**config.mk**
```make
export PLATFORM = sky130hd
export DESIGN_NAME = exec_controller
export DESIGN_NICKNAME = d
export VERILOG_FILES = /design/src/rtl/exec_ctrl_pkg.sv /design/src/rtl/btn_debouncer.sv /design/src/rtl/exec_controller.sv
export SDC_FILE = /design/constraint.sdc
export NUM_CORES = 1
export LEC_CHECK = 0
export ABC_AREA = 0
export CORE_MARGIN = 4
export CORE_UTILIZATION = 30
export DETAILED_ROUTE_END_ITERATION = 8
export SLEW_MARGIN = 40
export SYNTH_ARGS = -nofsm -noshare
export SYNTH_HDL_FRONTEND = slang
export SYNTH_SLANG_ARGS = --single-unit
```
**constraint.sdc**
```tcl
create_clock -name clk -period 7.32 [get_ports clk]
set_input_delay 1.464 -clock clk [delete_from_list [all_inputs] [get_ports clk]]
set_output_delay 1.464 -clock clk [all_outputs]
set_load 0.005 [all_outputs]
```
**src/rtl/exec_ctrl_pkg.sv**
```systemverilog
// Shared encodings for the run/step/halt sequencer of the single-cycle RV32 core.
package exec_ctrl_pkg;

    typedef enum logic [1:0] {
        ST_HALT      = 2'd0,
        ST_RUN       = 2'd1,
        ST_STEP      = 2'd2,
        ST_STEP_WAIT = 2'd3
    } state_t;

    typedef enum logic [1:0] {
        CAUSE_RESET      = 2'd0,
        CAUSE_SWITCH     = 2'd1,
        CAUSE_BREAKPOINT = 2'd2,
        CAUSE_EBREAK     = 2'd3
    } cause_t;

    localparam logic [31:0] EBREAK_INSN = 32'h0010_0073;

    function automatic logic is_ebreak(input logic [31:0] insn);
        return (insn == EBREAK_INSN);
    endfunction

endpackage

```
**src/rtl/btn_debouncer.sv**
```systemverilog
// Synchronizes a raw board input and filters it into a stable level plus a
// one-cycle rising-edge pulse.
module btn_debouncer #(
    parameter int SYNC_STAGES     = 2,
    parameter int DEBOUNCE_CYCLES = 250000
) (
    input  logic clk,
    input  logic rst,
    input  logic raw,
    output logic level,
    output logic rise
);
    localparam int CW = (DEBOUNCE_CYCLES > 1) ? $clog2(DEBOUNCE_CYCLES) : 1;
    localparam logic [CW-1:0] CNT_LAST = CW'(DEBOUNCE_CYCLES - 1);

    logic [SYNC_STAGES-1:0] r_sync;
    logic [SYNC_STAGES-1:0] r_vld;
    logic [CW-1:0]          r_cnt;
    logic                   r_level;
    logic                   r_rise;
    logic                   r_armed;
    logic                   w_sample;
    logic                   w_sample_vld;

    assign w_sample     = r_sync[SYNC_STAGES-1];
    assign w_sample_vld = r_vld[SYNC_STAGES-1];

    // Synchronizer chain with a parallel valid chain marking real samples.
    always_ff @(posedge clk or posedge rst) begin
        if (rst) begin
            r_sync <= '0;
            r_vld  <= '0;
        end else begin
            r_sync[0] <= raw;
            r_vld[0]  <= 1'b1;
            for (int i = 1; i < SYNC_STAGES; i++) begin
                r_sync[i] <= r_sync[i-1];
                r_vld[i]  <= r_vld[i-1];
            end
        end
    end

    // A rise only counts once a genuine low has been seen since reset, so a
    // switch already high at reset never produces a start pulse.
    always_ff @(posedge clk or posedge rst) begin
        if (rst) begin
            r_cnt   <= '0;
            r_level <= 1'b0;
            r_rise  <= 1'b0;
            r_armed <= 1'b0;
        end else begin
            r_rise <= 1'b0;
            if (w_sample_vld && !w_sample) begin
                r_armed <= 1'b1;
            end else begin
                r_armed <= r_armed;
            end
            if (w_sample == r_level) begin
                r_cnt <= '0;
            end else if (r_cnt == CNT_LAST) begin
                r_level <= w_sample;
                r_cnt   <= '0;
                r_rise  <= w_sample && r_armed;
            end else begin
                r_cnt <= r_cnt + CW'(1);
            end
        end
    end

    assign level = r_level;
    assign rise  = r_rise;

endmodule

```
**src/rtl/exec_controller.sv**
```systemverilog
// Run/step/halt sequencer: produces the core-wide enable, tracks the halt
// cause and counts retired instructions.
module exec_controller
    import exec_ctrl_pkg::*;
#(
    parameter int SYNC_STAGES     = 2,
    parameter int DEBOUNCE_CYCLES = 250000,
    parameter int CNT_W           = 32
) (
    input  logic             clk,
    input  logic             rst,
    input  logic             run_sw,
    input  logic             step_btn,
    input  logic             bp_en,
    input  logic [31:0]      bp_addr,
    input  logic [31:0]      pc,
    input  logic [31:0]      instruction,
    output logic             core_en,
    output logic [1:0]       ctrl_state,
    output logic [1:0]       halt_cause,
    output logic [CNT_W-1:0] retired
);
    state_t           r_state;
    state_t           w_next_state;
    cause_t           r_cause;
    cause_t           w_next_cause;
    logic             r_skip_stop;
    logic             w_next_skip;
    logic [CNT_W-1:0] r_retired;

    logic w_run_level;
    logic w_run_rise;
    logic w_step_level;
    logic w_step_rise;
    logic w_bp_match;
    logic w_ebreak_match;
    logic w_stop_hit;
    logic w_core_en;

    btn_debouncer #(
        .SYNC_STAGES     (SYNC_STAGES),
        .DEBOUNCE_CYCLES (DEBOUNCE_CYCLES)
    ) u_run_db (
        .clk   (clk),
        .rst   (rst),
        .raw   (run_sw),
        .level (w_run_level),
        .rise  (w_run_rise)
    );

    btn_debouncer #(
        .SYNC_STAGES     (SYNC_STAGES),
        .DEBOUNCE_CYCLES (DEBOUNCE_CYCLES)
    ) u_step_db (
        .clk   (clk),
        .rst   (rst),
        .raw   (step_btn),
        .level (w_step_level),
        .rise  (w_step_rise)
    );

    // Stops are detected before the offending instruction executes.
    assign w_bp_match     = bp_en && (pc == bp_addr);
    assign w_ebreak_match = is_ebreak(instruction);
    assign w_stop_hit     = (r_state == ST_RUN) && !r_skip_stop && (w_bp_match || w_ebreak_match);
    assign w_core_en      = ((r_state == ST_RUN) && !w_stop_hit) || (r_state == ST_STEP);

    // Next-state, halt-cause and skip-stop logic.
    always_comb begin
        w_next_state = r_state;
        w_next_cause = r_cause;
        w_next_skip  = r_skip_stop;
        case (r_state)
            ST_HALT: begin
                if (w_run_rise) begin
                    w_next_state = ST_RUN;
                    w_next_skip  = 1'b1;
                end else if (w_step_rise) begin
                    w_next_state = ST_STEP;
                end else begin
                    w_next_state = ST_HALT;
                end
            end
            ST_RUN: begin
                if (w_core_en) begin
                    w_next_skip = 1'b0;
                end else begin
                    w_next_skip = r_skip_stop;
                end
                if (!w_run_level) begin
                    w_next_state = ST_HALT;
                    w_next_cause = CAUSE_SWITCH;
                end else if (w_stop_hit) begin
                    w_next_state = ST_HALT;
                    w_next_cause = w_ebreak_match ? CAUSE_EBREAK : CAUSE_BREAKPOINT;
                end else begin
                    w_next_state = ST_RUN;
                end
            end
            ST_STEP: begin
                w_next_state = ST_STEP_WAIT;
            end
            ST_STEP_WAIT: begin
                if (!w_step_level) begin
                    w_next_state = ST_HALT;
                end else begin
                    w_next_state = ST_STEP_WAIT;
                end
            end
            default: begin
                w_next_state = ST_HALT;
            end
        endcase
    end

    // Sequencer state registers.
    always_ff @(posedge clk or posedge rst) begin
        if (rst) begin
            r_state     <= ST_HALT;
            r_cause     <= CAUSE_RESET;
            r_skip_stop <= 1'b0;
        end else begin
            r_state     <= w_next_state;
            r_cause     <= w_next_cause;
            r_skip_stop <= w_next_skip;
        end
    end

    // Retired-instruction counter; wraps silently.
    always_ff @(posedge clk or posedge rst) begin
        if (rst) begin
            r_retired <= '0;
        end else if (w_core_en) begin
            r_retired <= r_retired + CNT_W'(1);
        end else begin
            r_retired <= r_retired;
        end
    end

    assign core_en    = w_core_en;
    assign ctrl_state = r_state;
    assign halt_cause = r_cause;
    assign retired    = r_retired;

endmodule

```
### Sequential cells colored by netlist name

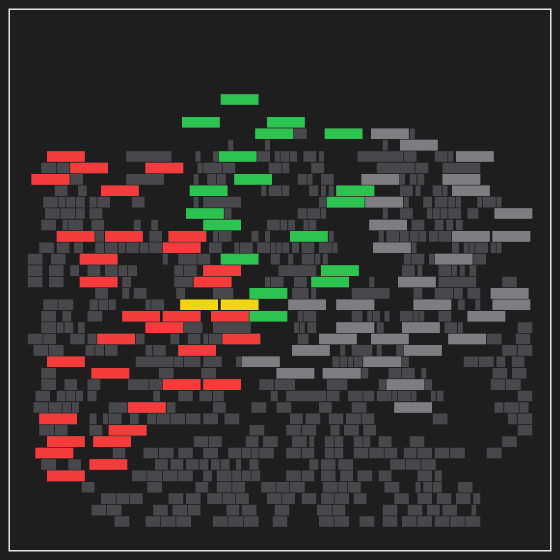
[green] u_step_db.r_cnt | sequential cells: 18
[yellow] u_step_db.r_sync | sequential cells: 2
[red] retired | sequential cells: 32
not colored: 33

### Placement by cell class

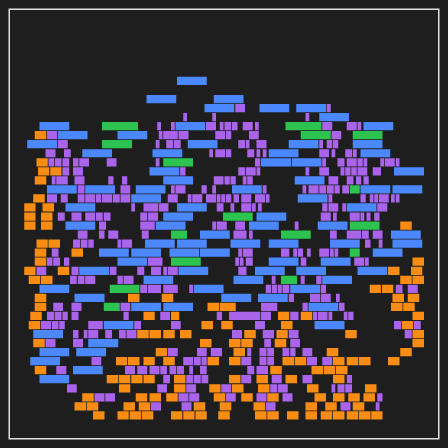
[orange] remaining buffers and delay cells | cells: 139 | share of their area: 23%
[purple] remaining logic cells | cells: 330 | share of their area: 36%
[blue] registers | cells: 85 | share of their area: 35%
[green] clock drivers and dummy loads | cells: 16 | share of their area: 5.7%

### Congestion heat map

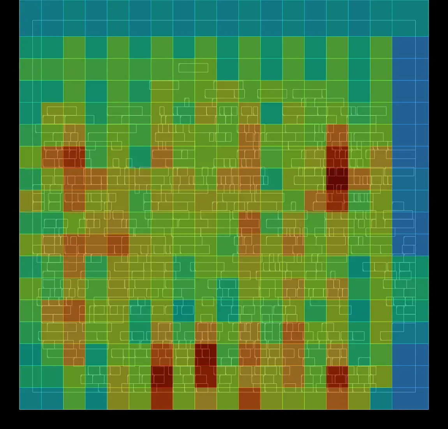
GRT Total Usage: 13.8%
Top Usage Layer GRT: met2
M1 GR Usage: 18.3%
fin util: 44.6%
GRT met2 Usage: 21.8%

### Sizing map

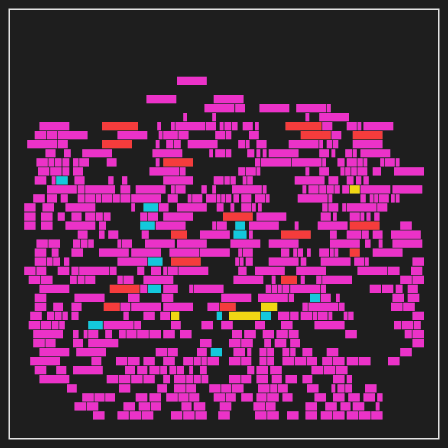
[magenta] x1 and smaller | cells: 538 | share: 94% | most used: clkdlybuf4s50_1
[red] x6 and larger | cells: 16 | share: 2.8% | most used: clkbuf_16
[cyan] x2 | cells: 12 | share: 2.1%
[yellow] x3 and x4 | cells: 4 | share: 0.70%

### Cell area per tile

The die is cut into 13 by 13 equal tiles; black is low, pale yellow is high, 0 to 100% covered.
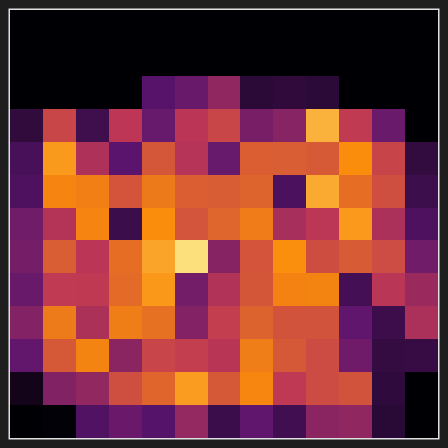
mean over tiles: 37%
fullest tile: 93%
nearly empty tiles: 23%
densest ninth of the die: middle
emptiest ninth of the die: top left

==> out/summary.txt <==
Slew at the pin with the worst max-slew slack -> 0.726 ns
Nets -> 669
HPWL Detailed -> 8.41 mm
Setup bufs post-CTS -> 0
Chip Area, Yosys -> 0.00438 mm2
Seq share, synth -> 48.6%
Routed WL -> 11.2 mm
WP data required -> 5.86 ns
DRT iter0 DRCs -> 278
Placed Area -> 0.00593 mm2
CTS Hold Bufs -> 0
Final worst setup slack -> 2.21 ns
Ant diodes -> 0
Site row count -> 43
Via density per instance -> 4.81
Fmax achieved -> 0.196 GHz
Pwr dens -> 174 mW/mm2
Cycle use final -> 69.8%
Cell count after synthesis -> 424
Post-synth top cells -> 85 x dfrtp_1, 50 x xor2_1, 47 x nor2_1, 47 x xnor2_1, 35 x nand3_1
Post-route cell area -> 0.00628 mm2
Final setup TNS -> 0 ns
Sink Count -> 85
Worst min-delay path class -> register to register
Layout cell share with drive strength beyond 1 -> 5.61%
Critical path type -> primary input to output pin
Clock skew -> 0.00632 ns
First-pass GRT wire length -> 18.4 mm
IR drop worst, VDD -> 0.000108 V
TritonCTS buffer count -> 9
Post-Syn Nets -> 528
OpenROAD warnings -> 26
CP Max Fanout -> 33
Leak pwr -> 2.54 nW
Most frequent cells in the layout -> 137 x clkdlybuf4s50_1, 85 x dfrtp_1, 50 x xor2_1
Worst slew margin -> 51.6%
Kind of start point of the critical path -> primary input
Status -> finished, final reports clean
RSZ-0062 raised after global routing -> no
Wirelength per Cell -> 15.0 um
Worst-skew pair later-pin latency -> 0.34 ns
# Cells Yosys -> 424
Number of detailed-route iterations in the first pass -> 4
Cell type with the largest total area -> dfrtp_1
Largest net degree at the start of global routing -> 86
H-tree Lvls -> 3
Fin. max-slew vios -> 0
Final Wtd Congestion -> 0.829
## worst max-delay path, cell delays in order
cell	delay, ns
clkdlybuf4s50_1	0.47
xor2_1	0.19
and4b_1	0.23
nand4_1	0.11
nor3_2	0.07
a221oi_4	0.18
buf_4	0.37
clkdlybuf4s50_1	0.57
## path summary, 6_finish.rpt
path                                          startpoint                            end  slack [ns]  depth (start not counted)
max in group asynchronous                            rst         retired[0]$_DFFE_PP0P_        5.20                          3
min reg2reg                u_step_db.r_sync[0]$_DFF_PP0_  u_step_db.r_sync[1]$_DFF_PP0_        0.35                          0
max                                               pc[18]                        core_en        2.21                          8
min                        u_step_db.r_sync[0]$_DFF_PP0_  u_step_db.r_sync[1]$_DFF_PP0_        0.35                          0
max reg2reg                      ctrl_state[0]$_DFF_PP0_         retired[1]$_DFFE_PP0P_        5.28                          7
min in group asynchronous                            rst   u_step_db.r_vld[0]$_DFF_PP0_        1.62                          3
## flip-flops by register name, summed over array words and instances (netlist names)
name	flops
u_run_db.r_vld	1
u_run_db.r_cnt	18
u_step_db.r_armed	1
u_step_db.r_sync	2
r_skip_stop	1
u_step_db.r_vld	1
halt_cause	2
u_run_db.rise	1
u_step_db.r_cnt	18
ctrl_state	2
u_run_db.r_sync	2
u_run_db.level	1
retired	32
u_run_db.r_armed	1
u_step_db.rise	1
u_step_db.level	1
## cells by family (layout without fill, tap and decap cells)
family	after synthesis	after routing	share of synthesized area (%)
simple gates	205	205	25.8
xor+xnor	97	97	19.4
flops	85	85	48.6
buf+inv	16	162	1.97
compound gates	15	15	2.74
fa+ha+maj	3	3	0.858
mux	2	2	0.515
other cells	1	1	0.0857
## report_power, final
group | total (mW) | switching, mW | internal, mW
registers | 0.477 | 0.00292 | 0.474
clock network | 0.516 | 0.187 | 0.329
logic | 0.0991 | 0.0377 | 0.0613
## stage by stage
step / util [%] / std cells / hold slack, ns
3_5_place_dp: 42.1 / 734 / 0.336
5_1_grt: 44.6 / 750 / 0.353
4_1_cts: 44.5 / 750 / 0.350
3_3_place_gp: 42.1 / 734 / 0.333
6_report: 44.6 / 750 / 0.348
2_1_floorplan: - / 424 / 0.331
## area by class of cell
class / instances / area [um2]
fillers: 1351 / 7820
flip-flops and latches: 85 / 2130
well taps: 180 / 225
clock buffers: 12 / 267
clock inverters: 4 / 77.6
repair buffers: 139 / 1390
inverters: 7 / 27.5
multi-input cells: 323 / 2160
## per-layer routing
layer | global-route usage [%] | vias to the layer above | wire length (um)
met3 | 3.86 | 17 | 566
met2 | 21.8 | 97 | 5380
met4 | 4.45 | 0 | 227
met5 | 0 | - | 0
li1 | - | 1765 | -
met1 | 18.3 | 1727 | 5050
Power figures rest on the tool's default switching activity, not on a simulated workload.
